`src/rtl/isa_pkg.sv`:
```
// isa_pkg: shared RV32I subset definitions for the instruction encoder/loader.
//   op_e      - 4-bit symbolic operation codes (13..15 are illegal)
//   OPC_*     - 7-bit major opcodes
//   F3_*/F7_* - funct3/funct7 field values
//   NOP       - addi x0,x0,0, written in place of illegal operations
package isa_pkg;

  typedef enum logic [3:0] {
    OP_ADD  = 4'd0,
    OP_SUB  = 4'd1,
    OP_AND  = 4'd2,
    OP_OR   = 4'd3,
    OP_XOR  = 4'd4,
    OP_SLLI = 4'd5,
    OP_SRLI = 4'd6,
    OP_ANDI = 4'd7,
    OP_ADDI = 4'd8,
    OP_LBU  = 4'd9,
    OP_SB   = 4'd10,
    OP_BNE  = 4'd11,
    OP_JAL  = 4'd12
  } op_e;

  localparam logic [6:0] OPC_R      = 7'b0110011;
  localparam logic [6:0] OPC_I_ALU  = 7'b0010011;
  localparam logic [6:0] OPC_LOAD   = 7'b0000011;
  localparam logic [6:0] OPC_STORE  = 7'b0100011;
  localparam logic [6:0] OPC_BRANCH = 7'b1100011;
  localparam logic [6:0] OPC_JAL    = 7'b1101111;

  localparam logic [2:0] F3_ADD = 3'b000;
  localparam logic [2:0] F3_AND = 3'b111;
  localparam logic [2:0] F3_OR  = 3'b110;
  localparam logic [2:0] F3_XOR = 3'b100;
  localparam logic [2:0] F3_SLL = 3'b001;
  localparam logic [2:0] F3_SRL = 3'b101;
  localparam logic [2:0] F3_LBU = 3'b100;
  localparam logic [2:0] F3_SB  = 3'b000;
  localparam logic [2:0] F3_BNE = 3'b001;

  localparam logic [6:0] F7_BASE = 7'b0000000;
  localparam logic [6:0] F7_SUB  = 7'b0100000;

  localparam logic [31:0] NOP = 32'h0000_0013;

endpackage

```
`src/rtl/instr_encode.sv`:
```
// instr_encode: combinational encoder from a symbolic request to an RV32I word.
//   op          in  4   operation code (op_e; 13..15 illegal)
//   rd/rs1/rs2  in  5   register indices (unused fields are forced to 0)
//   imm         in  32  signed immediate, or shift amount for slli/srli
//   word        out 32  encoded instruction (NOP for illegal op)
//   err_imm     out 1   immediate outside the field's legal range
//   err_illegal out 1   op not in the supported subset
module instr_encode
  import isa_pkg::*;
(
  input  logic [3:0]  op,
  input  logic [4:0]  rd,
  input  logic [4:0]  rs1,
  input  logic [4:0]  rs2,
  input  logic [31:0] imm,
  output logic [31:0] word,
  output logic        err_imm,
  output logic        err_illegal
);

  logic fits_i;
  logic fits_b;
  logic fits_j;
  logic fits_sh;

  // A signed value fits an N-bit field when every bit above the field's
  // sign bit matches it; B/J offsets must also be halfword aligned.
  assign fits_i  = (&imm[31:11]) || !(|imm[31:11]);
  assign fits_b  = ((&imm[31:12]) || !(|imm[31:12])) && !imm[0];
  assign fits_j  = ((&imm[31:20]) || !(|imm[31:20])) && !imm[0];
  assign fits_sh = !(|imm[31:5]);

  always_comb begin
    word        = NOP;
    err_imm     = 1'b0;
    err_illegal = 1'b0;
    case (op)
      OP_ADD:  word = {F7_BASE, rs2, rs1, F3_ADD, rd, OPC_R};
      OP_SUB:  word = {F7_SUB,  rs2, rs1, F3_ADD, rd, OPC_R};
      OP_AND:  word = {F7_BASE, rs2, rs1, F3_AND, rd, OPC_R};
      OP_OR:   word = {F7_BASE, rs2, rs1, F3_OR,  rd, OPC_R};
      OP_XOR:  word = {F7_BASE, rs2, rs1, F3_XOR, rd, OPC_R};
      OP_SLLI: begin
        word    = {F7_BASE, imm[4:0], rs1, F3_SLL, rd, OPC_I_ALU};
        err_imm = !fits_sh;
      end
      OP_SRLI: begin
        word    = {F7_BASE, imm[4:0], rs1, F3_SRL, rd, OPC_I_ALU};
        err_imm = !fits_sh;
      end
      OP_ANDI: begin
        word    = {imm[11:0], rs1, F3_AND, rd, OPC_I_ALU};
        err_imm = !fits_i;
      end
      OP_ADDI: begin
        word    = {imm[11:0], rs1, F3_ADD, rd, OPC_I_ALU};
        err_imm = !fits_i;
      end
      OP_LBU: begin
        word    = {imm[11:0], rs1, F3_LBU, rd, OPC_LOAD};
        err_imm = !fits_i;
      end
      OP_SB: begin
        word    = {imm[11:5], rs2, rs1, F3_SB, imm[4:0], OPC_STORE};
        err_imm = !fits_i;
      end
      OP_BNE: begin
        word    = {imm[12], imm[10:5], rs2, rs1, F3_BNE, imm[4:1], imm[11], OPC_BRANCH};
        err_imm = !fits_b;
      end
      OP_JAL: begin
        word    = {imm[20], imm[10:1], imm[11], imm[19:12], rd, OPC_JAL};
        err_imm = !fits_j;
      end
      default: err_illegal = 1'b1;
    endcase
  end

endmodule

```
`src/rtl/instr_encoder_loader.sv`:
```
// instr_encoder_loader: encodes symbolic requests and writes them, one word
// per completed write, into instruction memory as a framed test program.
//   clk, rst_n              clock / async active-low reset
//   start                   pulse: begin a program at BASE_ADDR
//   req_valid/req_ready     request handshake
//   req_op/rd/rs1/rs2/imm   symbolic instruction; req_last ends the program
//   mem_we/mem_ready        write handshake (held until accepted)
//   mem_addr/mem_wdata      byte address / encoded word
//   done, count             program complete / words written
//   err_illegal/imm/full    sticky error flags, cleared by start
//
// state | meaning
// IDLE  | after reset, waiting for start
// LOAD  | accepting requests, writing words
// DONE  | program finished (last word or MAX_WORDS written), waiting for start
module instr_encoder_loader
  import isa_pkg::*;
#(
  parameter int                    ADDR_WIDTH = 8,
  parameter logic [ADDR_WIDTH-1:0] BASE_ADDR  = '0,
  parameter int                    MAX_WORDS  = 64
) (
  input  logic                          clk,
  input  logic                          rst_n,
  input  logic                          start,
  input  logic                          req_valid,
  output logic                          req_ready,
  input  logic [3:0]                    req_op,
  input  logic [4:0]                    req_rd,
  input  logic [4:0]                    req_rs1,
  input  logic [4:0]                    req_rs2,
  input  logic [31:0]                   req_imm,
  input  logic                          req_last,
  output logic                          mem_we,
  input  logic                          mem_ready,
  output logic [ADDR_WIDTH-1:0]         mem_addr,
  output logic [31:0]                   mem_wdata,
  output logic                          done,
  output logic [$clog2(MAX_WORDS+1)-1:0] count,
  output logic                          err_illegal,
  output logic                          err_imm,
  output logic                          err_full
);

  localparam int CW = $clog2(MAX_WORDS+1);

  typedef enum logic [1:0] {S_IDLE, S_LOAD, S_DONE} state_e;

  state_e        state;
  logic          pend_last;
  logic          pend_full;
  logic [31:0]   enc_word;
  logic          enc_err_imm;
  logic          enc_err_ill;
  logic          wr_done;
  logic          accept;
  logic [CW-1:0] words_after;

  instr_encode u_enc (
    .op          (req_op),
    .rd          (req_rd),
    .rs1         (req_rs1),
    .rs2         (req_rs2),
    .imm         (req_imm),
    .word        (enc_word),
    .err_imm     (enc_err_imm),
    .err_illegal (enc_err_ill)
  );

  assign wr_done   = mem_we && mem_ready;
  // Once the closing word sits in the output register nothing more is taken.
  assign req_ready = (state == S_LOAD) && (!mem_we || mem_ready) && !(pend_last || pend_full);
  assign accept    = req_valid && req_ready;
  // Count the newly accepted word will produce when its own write completes.
  assign words_after = count + CW'(wr_done) + CW'(1);

  always_ff @(posedge clk or negedge rst_n) begin
    if (!rst_n) begin
      state       <= S_IDLE;
      mem_we      <= 1'b0;
      mem_addr    <= BASE_ADDR;
      mem_wdata   <= '0;
      pend_last   <= 1'b0;
      pend_full   <= 1'b0;
      count       <= '0;
      done        <= 1'b0;
      err_illegal <= 1'b0;
      err_imm     <= 1'b0;
      err_full    <= 1'b0;
    end else begin
      case (state)
        S_IDLE, S_DONE: begin
          if (start) begin
            state       <= S_LOAD;
            mem_addr    <= BASE_ADDR;
            count       <= '0;
            done        <= 1'b0;
            pend_last   <= 1'b0;
            pend_full   <= 1'b0;
            err_illegal <= 1'b0;
            err_imm     <= 1'b0;
            err_full    <= 1'b0;
          end
        end
        S_LOAD: begin
          if (wr_done) begin
            mem_we   <= 1'b0;
            count    <= count + CW'(1);
            mem_addr <= mem_addr + ADDR_WIDTH'(4);
            if (pend_last || pend_full) begin
              state     <= S_DONE;
              done      <= 1'b1;
              pend_last <= 1'b0;
              pend_full <= 1'b0;
              if (!pend_last) err_full <= 1'b1;
            end
          end
          if (accept) begin
            mem_we      <= 1'b1;
            mem_wdata   <= enc_word;
            pend_last   <= req_last;
            pend_full   <= (words_after == CW'(MAX_WORDS));
            err_illegal <= err_illegal | enc_err_ill;
            err_imm     <= err_imm | enc_err_imm;
          end
        end
        default: state <= S_IDLE;
      endcase
    end
  end

endmodule

```
`config.mk`:
```
export PLATFORM = sky130hd
export DESIGN_NAME = instr_encoder_loader
export DESIGN_NICKNAME = d
export VERILOG_FILES = /design/src/rtl/isa_pkg.sv /design/src/rtl/instr_encode.sv /design/src/rtl/instr_encoder_loader.sv
export SDC_FILE = /design/constraint.sdc
export NUM_CORES = 1
export LEC_CHECK = 0
export ABC_AREA = 1
export CORE_AREA = 4 4 91 114
export CTS_CLUSTER_DIAMETER = 50
export DETAILED_ROUTE_END_ITERATION = 7
export DIE_AREA = 0 0 95 118
export PLACE_DENSITY = 0.63
export SETUP_SLACK_MARGIN = 0.2
export SLEW_MARGIN = 10
export SYNTH_ARGS = -nofsm -noshare
export SYNTH_HDL_FRONTEND = slang
export SYNTH_SLANG_ARGS = --single-unit
```
`constraint.sdc`:
```
create_clock -name clk -period 1.6 [get_ports clk]
set_clock_uncertainty 0.1 [all_clocks]
set_input_delay 0.32 -clock clk [delete_from_list [all_inputs] [get_ports clk]]
set_output_delay 0.32 -clock clk [all_outputs]
set_load 0.005 [all_outputs]
```
io_placement.png
Drawn at 4 px/um. Pins as bars across the die edge, other pins in grey.
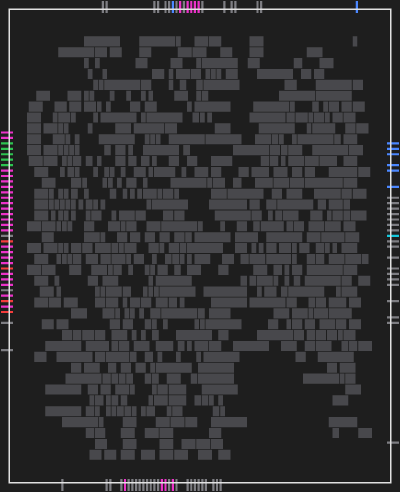
colour	port	pins	direction	edge
green	req_rs1	5	input	left
magenta	req_imm	32	input	23 left, 5 top, 4 bottom
cyan	err_full	1	output	right
blue	mem_addr	8	output	6 right, 2 top
red	req_op	4	input	left
all pins by edge	36 left, 28 bottom, 25 right, 21 top
die width: 95 um
number of input and output port buffers inserted: 107
vertical die size: 118 um

layer_met2.png
Drawn at 4 px/um. Cells faint in the background.
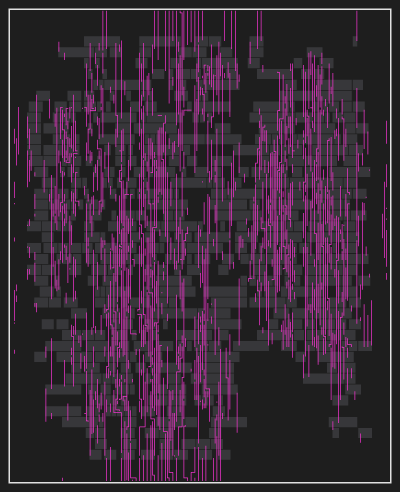
share of all routed wire	54%
longest straight run	40.3 um
wire length on this layer	5660 um

metal_density.png
Drawn at 3 px/um. 19 x 24 tiles, from dark blue (low) to red (high), scaled to the fullest tile. Values are wire area over tile area, all layers added.
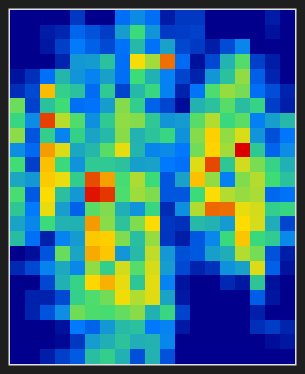
tiles over half the peak	24%
nearly empty tiles	16%
fullest tile	0.47
densest ninth of the die	right middle
mean over tiles	0.15
wire per inst: 14.7 um
Tot GR Track Use: 0.180

==> tab_implementation.tex <==
% Implementation results table
\begin{tabular}{lr}
\hline
Metric & Value \\
\hline
\multicolumn{2}{l}{\textbf{Status}} \\
Result of the run & finished, violations left \\
Violated checks & setup timing \\
\multicolumn{2}{l}{\textbf{Finish}} \\
Dominant logic cell type in the layout & nand2\_1 \\
Largest register FFs & 30 \\
Register bank with the most flops & mem\_wdata \\
Largest area class, layout & buffers \\
N\_diodes & 0 \\
Total of fill cells in the finished design & 861 \\
Fraction of area in registers & 0.240 \\
Synthesis-to-finish area growth & 81.7\% \\
Nonclk buf count & 205 \\
Share of cells above drive strength 1 & 0.336 \\
\# clk buffers & 5 \\
Net count reported at finish & 652 \\
Count of inverters not on the clock network in the layout & 47 \\
Comb. cell area & about 1700 um2 \\
Post-layout util & 0.593 \\
\multicolumn{2}{l}{\textbf{Logic synthesis}} \\
Total number of yosys warnings & 0 \\
Number of cells in the yosys synthesis report & a little under 400 \\
Mux share & 0.00334 \\
Post-synthesis instance area & 2990 um2 \\
Gate Count Post-Synth & 387 \\
Commonest flop & dfrtp\_1 \\
Area share of fa/ha/maj cells after synthesis & 0.0167 \\
Post-Synth XOR/XNOR Area & 0.00585 \\
Post-synthesis cell type with the largest combined area & dfrtp\_1 \\
Top comb family, area & simple AND/OR/NAND/NOR gates \\
Top cells by instance count after synthesis & 105 x nand2\_1, 52 x dfrtp\_1, 50 x nor2\_1, 36 x inv\_1, 18 x nand3\_1 \\
Flops after synth & 52 \\
Simple share & 0.307 \\
Area fraction of the dominant cell type after synthesis & 0.435 \\
Syn Area/Cell & 7.73 um2 \\
\multicolumn{2}{l}{\textbf{Worst setup path}} \\
CP Launch Point & pend\_full \\
Cell family with the largest share of critical-path delay & simple AND/OR/NAND/NOR gates \\
Number of stages on the worst setup path & 11 \\
Path depth of the worst reg2reg path & 11 \\
Worst path bufs/invs & 3 \\
Slowest CP cell & dfrtp\_1 \\
FF-to-FF End & err\_imm \\
Critical Path RT & 1.72 ns \\
CP Cell Sequence & nor2\_4 > nand2\_4 > nor3b\_4 > buf\_12 > buf\_8 > nand2\_4 > inv\_2 > nand2\_2 > nand2\_1 > nor2\_1 > nor2\_1 \\
Crit path kind & reg2reg \\
Register-to-register setup slack & -0.06 ns \\
Arrival time of the worst setup path & between 1.5 and 2 ns \\
Startpoint of the most critical register-to-register path & pend\_full \\
\multicolumn{2}{l}{\textbf{Final timing}} \\
Total Negative Setup Slacks & -0.683 ns \\
Crit share post-route & 1.04 \\
Final worst setup slack & -0.0591 ns \\
Highest clock rate & 0.603 GHz \\
Final slew viol count & 0 \\
Final min period & 1.66 ns \\
Number of setup violations in the final report & 27 \\
\multicolumn{2}{l}{\textbf{Pwr}} \\
Switching fraction of total power & 0.362 \\
Cell area power density & 1390 nW/um2 \\
Power Sequential & 2.14 mW \\
Clock net power & 1.24 mW \\
Total Power Consumption & 7.57 mW \\
\multicolumn{2}{l}{\textbf{Min path}} \\
Number of cells on the worst hold path & 2 \\
Hold path endpoint & mem\_wdata[18] \\
\multicolumn{2}{l}{\textbf{Global route}} \\
Via count of the first global-routing pass & 3463 \\
GRT busiest layer & met2 \\
Met1 Track Usage GR & 0.199 \\
Met2 usage & 0.322 \\
Initial antenna violation count & 0 \\
\multicolumn{2}{l}{\textbf{Clock tree}} \\
Clock tree from TritonCTS & built \\
Cell at the root of the clock tree & clkbuf\_16 \\
CTS Buf Count & 5 \\
H-tree depth & 2 \\
CTS sink cnt & 52 \\
Count of hold-fix buffers inserted at cts & 1 \\
\multicolumn{2}{l}{\textbf{Detailed routing}} \\
DRC errors left & 0 \\
Top routing layer in use & met4 \\
Routed met1 length & 3980 um \\
Iteration-0 DRC Markers & 164 \\
Total length of routed met3 wires & 500 um \\
Overall routed net length & approximately 10000 um \\
\multicolumn{2}{l}{\textbf{Floorplan}} \\
Placement Rows & 39 \\
Initial cell density of the core & 0.326 \\
Count of pins on the block boundary & about 110 \\
\multicolumn{2}{l}{\textbf{Place}} \\
Placement Cell Area & 4580 um2 \\
Pre-CTS setup slack & -0.438 ns \\
\multicolumn{2}{l}{\textbf{Job}} \\
Max-cap violations & 0 \\
\hline
\end{tabular}
Power is estimated from default activity; no workload was simulated.
